### Routing congestion map

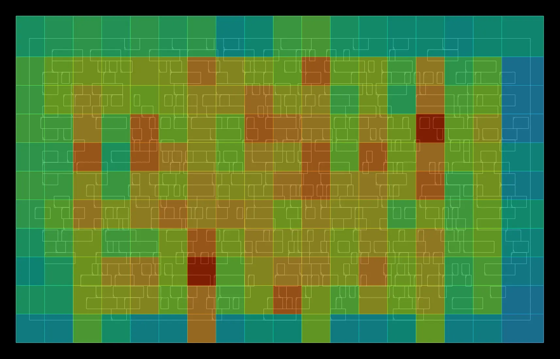
### Signal wires on met1

Bar = 50 um. Supply wires on this layer in grey.
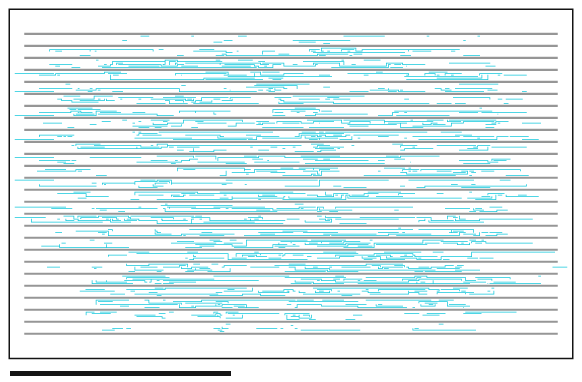
### M3 wires

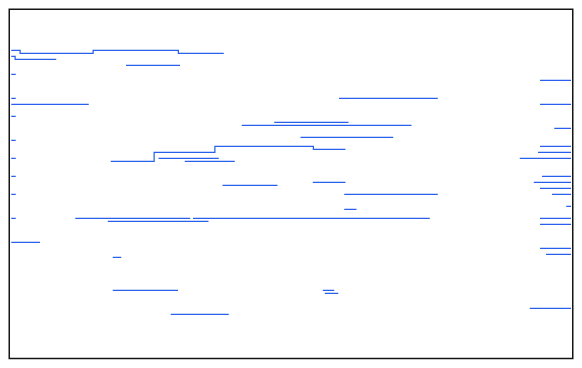
## src/rtl/ota_meas_pkg.sv

```systemverilog
// Purpose : shared types and defaults for the OTA measurement sequencer and its readout mux.
// Latency : n/a (declarations only).
// Backpressure: n/a.
package ota_meas_pkg;

    // Default response-counter width and timeout limit (cycles).
    localparam int          CNT_W_DEF   = 16;
    localparam int unsigned TIMEOUT_DEF = 32'h0000_FFFF;

    // Measurement sequence: settle low, time the rising step, settle high,
    // time the falling step.
    typedef enum logic [2:0] {
        IDLE   = 3'd0,
        PRE_LO = 3'd1,
        RISE   = 3'd2,
        PRE_HI = 3'd3,
        FALL   = 3'd4
    } meas_state_t;

endpackage

```

## src/rtl/sync_ff.sv

```systemverilog
// Purpose : N-stage flip-flop synchroniser for asynchronous pad inputs, reset value 0.
// Latency : STAGES clk cycles from d to q.
// Backpressure: none; samples every cycle.
// Ports   : clk, rst (sync, active-high), d (async input), q (synchronised output).
module sync_ff #(
    parameter int STAGES = 2,
    parameter int W      = 1
) (
    input  logic         clk,
    input  logic         rst,
    input  logic [W-1:0] d,
    output logic [W-1:0] q
);

    logic [STAGES-1:0][W-1:0] stg;

    always_ff @(posedge clk) begin
        if (rst) begin
            stg <= '0;
        end else begin
            stg[0] <= d;
            for (int i = 1; i < STAGES; i++) begin
                stg[i] <= stg[i-1];
            end
        end
    end

    assign q = stg[STAGES-1];

endmodule

```

## src/rtl/ota_step_timer.sv

```systemverilog
// Purpose : drives a step onto the OTA input and times the comparator's rise/fall response in clk cycles.
// Latency : results valid on the done cycle; counts include the SYNC_STAGES synchroniser delay.
// Backpressure: none; start is ignored while busy, results hold until the next accepted start.
// Ports   : clk, rst (sync, active-high), start (level), cmp_in (async comparator),
//           step_out (stimulus), busy, done (1-cycle pulse), timeout (sticky),
//           rise_cnt / fall_cnt (response times in cycles).
module ota_step_timer
    import ota_meas_pkg::*;
#(
    parameter int          CNT_W       = CNT_W_DEF,
    parameter int          SYNC_STAGES = 2,
    parameter int          HOLD_CYC    = 64,
    parameter int unsigned TIMEOUT     = TIMEOUT_DEF
) (
    input  logic             clk,
    input  logic             rst,
    input  logic             start,
    input  logic             cmp_in,
    output logic             step_out,
    output logic             busy,
    output logic             done,
    output logic             timeout,
    output logic [CNT_W-1:0] rise_cnt,
    output logic [CNT_W-1:0] fall_cnt
);

    localparam int                HOLD_W    = $clog2(HOLD_CYC + 1);
    localparam logic [CNT_W-1:0]  TMO       = CNT_W'(TIMEOUT);
    localparam logic [HOLD_W-1:0] HOLD_LAST = HOLD_W'(HOLD_CYC - 1);

    meas_state_t       state_q, state_d;
    logic [CNT_W-1:0]  cnt_q, cnt_d;
    logic [HOLD_W-1:0] stab_q, stab_d;
    logic              step_q, step_d;
    logic              done_q, done_d;
    logic              tmo_q, tmo_d;
    logic [CNT_W-1:0]  rise_q, rise_d;
    logic [CNT_W-1:0]  fall_q, fall_d;
    logic              cmp_s;

    sync_ff #(
        .STAGES (SYNC_STAGES),
        .W      (1)
    ) u_cmp_sync (
        .clk (clk),
        .rst (rst),
        .d   (cmp_in),
        .q   (cmp_s)
    );

    always_ff @(posedge clk) begin
        if (rst) begin
            state_q <= IDLE;
            cnt_q   <= '0;
            stab_q  <= '0;
            step_q  <= 1'b0;
            done_q  <= 1'b0;
            tmo_q   <= 1'b0;
            rise_q  <= '0;
            fall_q  <= '0;
        end else begin
            state_q <= state_d;
            cnt_q   <= cnt_d;
            stab_q  <= stab_d;
            step_q  <= step_d;
            done_q  <= done_d;
            tmo_q   <= tmo_d;
            rise_q  <= rise_d;
            fall_q  <= fall_d;
        end
    end

    always_comb begin
        state_d = state_q;
        // cnt doubles as the timeout timer and the response counter; it
        // saturates so a stuck comparator can never wrap it.
        cnt_d   = (cnt_q == TMO) ? cnt_q : cnt_q + 1'b1;
        stab_d  = stab_q;
        step_d  = step_q;
        done_d  = 1'b0;
        tmo_d   = tmo_q;
        rise_d  = rise_q;
        fall_d  = fall_q;

        case (state_q)
            IDLE: begin
                cnt_d  = '0;
                stab_d = '0;
                step_d = 1'b0;
                if (start) begin
                    state_d = PRE_LO;
                    tmo_d   = 1'b0;
                    rise_d  = '0;
                    fall_d  = '0;
                end
            end
            PRE_LO: begin
                // Any high sample restarts the stability window; cnt keeps
                // running so a chattering comparator still times out.
                if (cmp_s) begin
                    stab_d = '0;
                end else if (stab_q == HOLD_LAST) begin
                    state_d = RISE;
                    step_d  = 1'b1;
                end else begin
                    stab_d = stab_q + 1'b1;
                end
            end
            RISE: begin
                if (cmp_s) begin
                    rise_d  = cnt_q;
                    state_d = PRE_HI;
                end
            end
            PRE_HI: begin
                if (!cmp_s) begin
                    stab_d = '0;
                end else if (stab_q == HOLD_LAST) begin
                    state_d = FALL;
                    step_d  = 1'b0;
                end else begin
                    stab_d = stab_q + 1'b1;
                end
            end
            FALL: begin
                if (!cmp_s) begin
                    fall_d  = cnt_q;
                    state_d = IDLE;
                    done_d  = 1'b1;
                end
            end
            default: begin
                state_d = IDLE;
                step_d  = 1'b0;
            end
        endcase

        // Timeout overrides whatever the state decided this cycle: abort to
        // IDLE with the stimulus released and the open count pinned at TMO.
        if ((state_q != IDLE) && (cnt_q == TMO)) begin
            state_d = IDLE;
            step_d  = 1'b0;
            done_d  = 1'b0;
            tmo_d   = 1'b1;
            if (state_q == RISE) begin
                rise_d = TMO;
            end
            if (state_q == FALL) begin
                fall_d = TMO;
            end
        end

        if (state_d != state_q) begin
            cnt_d  = '0;
            stab_d = '0;
        end
    end

    assign step_out = step_q;
    assign busy     = (state_q != IDLE);
    assign done     = done_q;
    assign timeout  = tmo_q;
    assign rise_cnt = rise_q;
    assign fall_cnt = fall_q;

endmodule
```

## config.mk

```make
export PLATFORM = sky130hd
export DESIGN_NAME = ota_step_timer
export DESIGN_NICKNAME = d
export VERILOG_FILES = /design/src/rtl/ota_meas_pkg.sv /design/src/rtl/sync_ff.sv /design/src/rtl/ota_step_timer.sv
export SDC_FILE = /design/constraint.sdc
export NUM_CORES = 1
export LEC_CHECK = 0
export CAP_MARGIN = 5
export CELL_PAD_IN_SITES_DETAIL_PLACEMENT = 1
export CELL_PAD_IN_SITES_GLOBAL_PLACEMENT = 2
export CORE_ASPECT_RATIO = 0.6
export CORE_MARGIN = 3
export CORE_UTILIZATION = 32
export DETAILED_ROUTE_END_ITERATION = 8
export PLACE_DENSITY_LB_ADDON = 0.1
export REMOVE_ABC_BUFFERS = 1
export SETUP_SLACK_MARGIN = 0.3
export SKIP_LAST_GASP = 1
export SLEW_MARGIN = 5
export SYNTH_ARGS = -nofsm -noshare
export SYNTH_HDL_FRONTEND = slang
export SYNTH_HIERARCHICAL = 1
export SYNTH_SLANG_ARGS = --single-unit
```

## constraint.sdc

```tcl
create_clock -name clk -period 2.8 [get_ports clk]
set_input_delay 0.7 -clock clk [delete_from_list [all_inputs] [get_ports clk]]
set_output_delay 0.7 -clock clk [all_outputs]
set_load 0.02 [all_outputs]
```

==> out/summary.rpt <==
==========================================================================================
TritonRoute pass-1 iters                                                                 4
Yosys stat area                                                                  2830 um^2
Result of the run                                                                completed
GRT Total Usage                                                                      18.5%
Share of layout cells above drive strength 1                                         17.1%
Commonest cells post-synth                                                    sky130_fd_sc_hd__dfxtp_1, sky130_fd_sc_hd__nand2_1, sky130_fd_sc_hd__a21oi_1
Initial detailed-routing violation count                                               158
Diode count                                                                              0
Cell-by-cell trace of the critical path                                       or2_4, nor2_1, inv_1, clkdlybuf4s50_1
Power Density                                                                  529 nW/um^2
Total clock buffers created by CTS                                                       9
Number of failing hold endpoints at the final stage                                      0
Worst reg2reg path startpoint                                                 cnt_q[1]$_SDFFE_PP0N_
Number of max-capacitance violations reported                                            0
Worst hold path depth                                                                    1
Final critical-path share of the clock period                                        85.5%
OpenROAD warning count                                                                  25
Post-synth tally of flip-flops with integrated enable                                    0
Estimated wirelength of the detail-placed design                                   6480 um
Row count                                                                               25
Startpoint of the lowest-slack hold path                                      u_cmp_sync/stg[0]$_SDFF_PP0_
Most frequent cells in the layout                                             sky130_fd_sc_hd__dfxtp_1, sky130_fd_sc_hd__nand2_1, sky130_fd_sc_hd__clkdlybuf4s50_1, sky130_fd_sc_hd__buf_4, sky130_fd_sc_hd__a21oi_1
Async set-or-reset flop fraction in the synthesized netlist                             0%
Critical Path Sink Type                                                         output pin
Count leader, synth                                                           sky130_fd_sc_hd__dfxtp_1
Metal1 wirelength                                                                  4990 um
Sum Neg Setup Slack                                                                   0 ps
Synth top area cells                                                          sky130_fd_sc_hd__dfxtp_1, sky130_fd_sc_hd__nand2_1, sky130_fd_sc_hd__a21oi_1, sky130_fd_sc_hd__a31oi_1, sky130_fd_sc_hd__a22oi_1
Path type of the worst min-delay path                                         register to register
Maximum fanout count along the critical path                                             6
Routed WL per cell                                                                 17.7 um
Number of synthesis warnings                                                             6
Number of antenna violations at the first check in global routing                        0
TritonCTS Sinks                                                                         63
CTS root buf                                                                  sky130_fd_sc_hd__clkbuf_16
Setup skew after layout                                                            3.79 ps
Cell depth of the worst setup path                                                       4
GRT Residual Overflow                                                                    0
Clk ins delay skew pair                                                             330 ps
Die Width                                                                           127 um
Total met2 wirelength after detailed routing                                       3180 um
Post-synth mux share                                                                 1.41%
Count of cell types in the netlist                                                      50
Die footprint                                                                   10000 um^2
DR WL met3                                                                          560 um
Uppermost routed layer                                                                met4
Number of buffers on the longest clock path                                              2
Die boundary height                                                                78.8 um
Part of the Yosys area used for sequential elements                                  44.6%
Stage delay of the slowest cell on the critical path                                540 ps
Worst path top cell family by delay                                           buffers and inverters
Count of endpoints failing setup in the final report                                     0
Post-synth top area cell                                                      sky130_fd_sc_hd__dfxtp_1
Total DRC errors in the routed layout                                                    0
Core region area                                                                 8230 um^2
Total leakage power                                                                1.29 nW
Final antenna-violating net count                                                        0
Startpoint kind of the worst setup timing path                                    register
Setup repair after global routing missed its margin                                     no
Dominant logic cell type in the layout                                        sky130_fd_sc_hd__dfxtp_1
Global-route wire length before repair                                            14500 um
NumNets Final                                                                          394
Dominant Register Cell                                                        sky130_fd_sc_hd__dfxtp_1
Count of H-tree levels built during CTS                                                  3
Top-level port count                                                                    40
Share of synthesized cell area in full adder, half adder and majority cells         0.884%
Final estimated routing congestion in global placement                               0.819
Xor/xnor cell area share of the yosys netlist                                        4.02%
Mean Syn Cell Area                                                               8.66 um^2
Number of buffers added on ports                                                        39
CTS tree                                                                             built
Clk pin slew, worst setup/hold paths                                                 50 ps
Critical Setup Path Class                                                     register to output pin
Worst setup path start                                                        state_q[0]$_SDFF_PP0_
Synthesized cell area                                                            2830 um^2
==========================================================================================
About 'Routing congestion map':
global routing met2 resource utilization: 23.2%
Util after Layout: 45.8%
highest-utilization routing layer at the global route stage: met1
met3 GRT Util: 4.91%

About 'Signal wires on met1':
wire length on this layer	4990 um
share of all routed wire	57%
nets with wire on the layer	357
main direction	horizontal
longest straight run	50.6 um
total via count after detailed routing: 2623
global routing usage on met1: 29.5%
final routed wirelength across all metal layers: 8810 um

About 'M3 wires':
nets with wire on the layer	40
main direction	horizontal
wire length on this layer	561 um

[worst reg2reg max path: cells and delay by family, from the launching register on]
family          cells  cell delay (ps)
compound gates      4              610
buf+inv             1              190
simple gates        2              750
flops               1              430
fa+ha+maj           1              240
[report_power, final]
| group | leakage [nW] | total [mW] | internal [mW] | switching, mW |
|---|---|---|---|---|
| Combinational | 0.654 | 0.0836 | 0.0304 | 0.0532 |
| Sequential | 0.509 | 0.906 | 0.902 | 0.00405 |
| Clock | 0.132 | 1.00 | 0.635 | 0.368 |
[final cells by class]
type / count / area, um^2
clock buffer: 13 / 260
clock inverter: 1 / 5.00
fill: 986 / 4460
inverter: 5 / 18.8
multi-input combinational: 240 / 1460
sequential: 63 / 1260
tap: 108 / 135
timing repair buffer: 69 / 628
[logic make-up after synthesis]
group / after synthesis
fa+ha+maj: 2
compound gates: 89
simple gates: 132
mux: 4
flops: 63
xor+xnor: 13
buf+inv: 24
[registers in the layout, indices dropped and copies added, names as in the netlist]
signal and cells:
rise_cnt 16, u_cmp_sync/q 1, stab_q 7, u_cmp_sync/stg 1, done 1, cnt_q 16, fall_cnt 16, step_out 1
state_q 3, timeout 1
[through the flow]
step	setup WS (ps)	utilization, %	cell area [um^2]	cells	total power, mW
2_1_floorplan	228	-	2730	308	0.962
3_3_place_gp	409	42.5	3490	485	1.01
3_5_place_dp	367	42.5	3490	485	1.01
4_1_cts	313	45.7	3760	499	2.02
5_1_grt	304	45.8	3770	499	2.08
6_report	407	45.8	3770	499	1.99
[worst paths after layout]
kind	end	slack, ps
max	busy	410
min	u_cmp_sync/q$_SDFF_PP0_	440
max reg2reg	cnt_q[14]$_SDFFE_PP0N_	460
min reg2reg	u_cmp_sync/q$_SDFF_PP0_	440
Power and IR drop assume default switching activity.
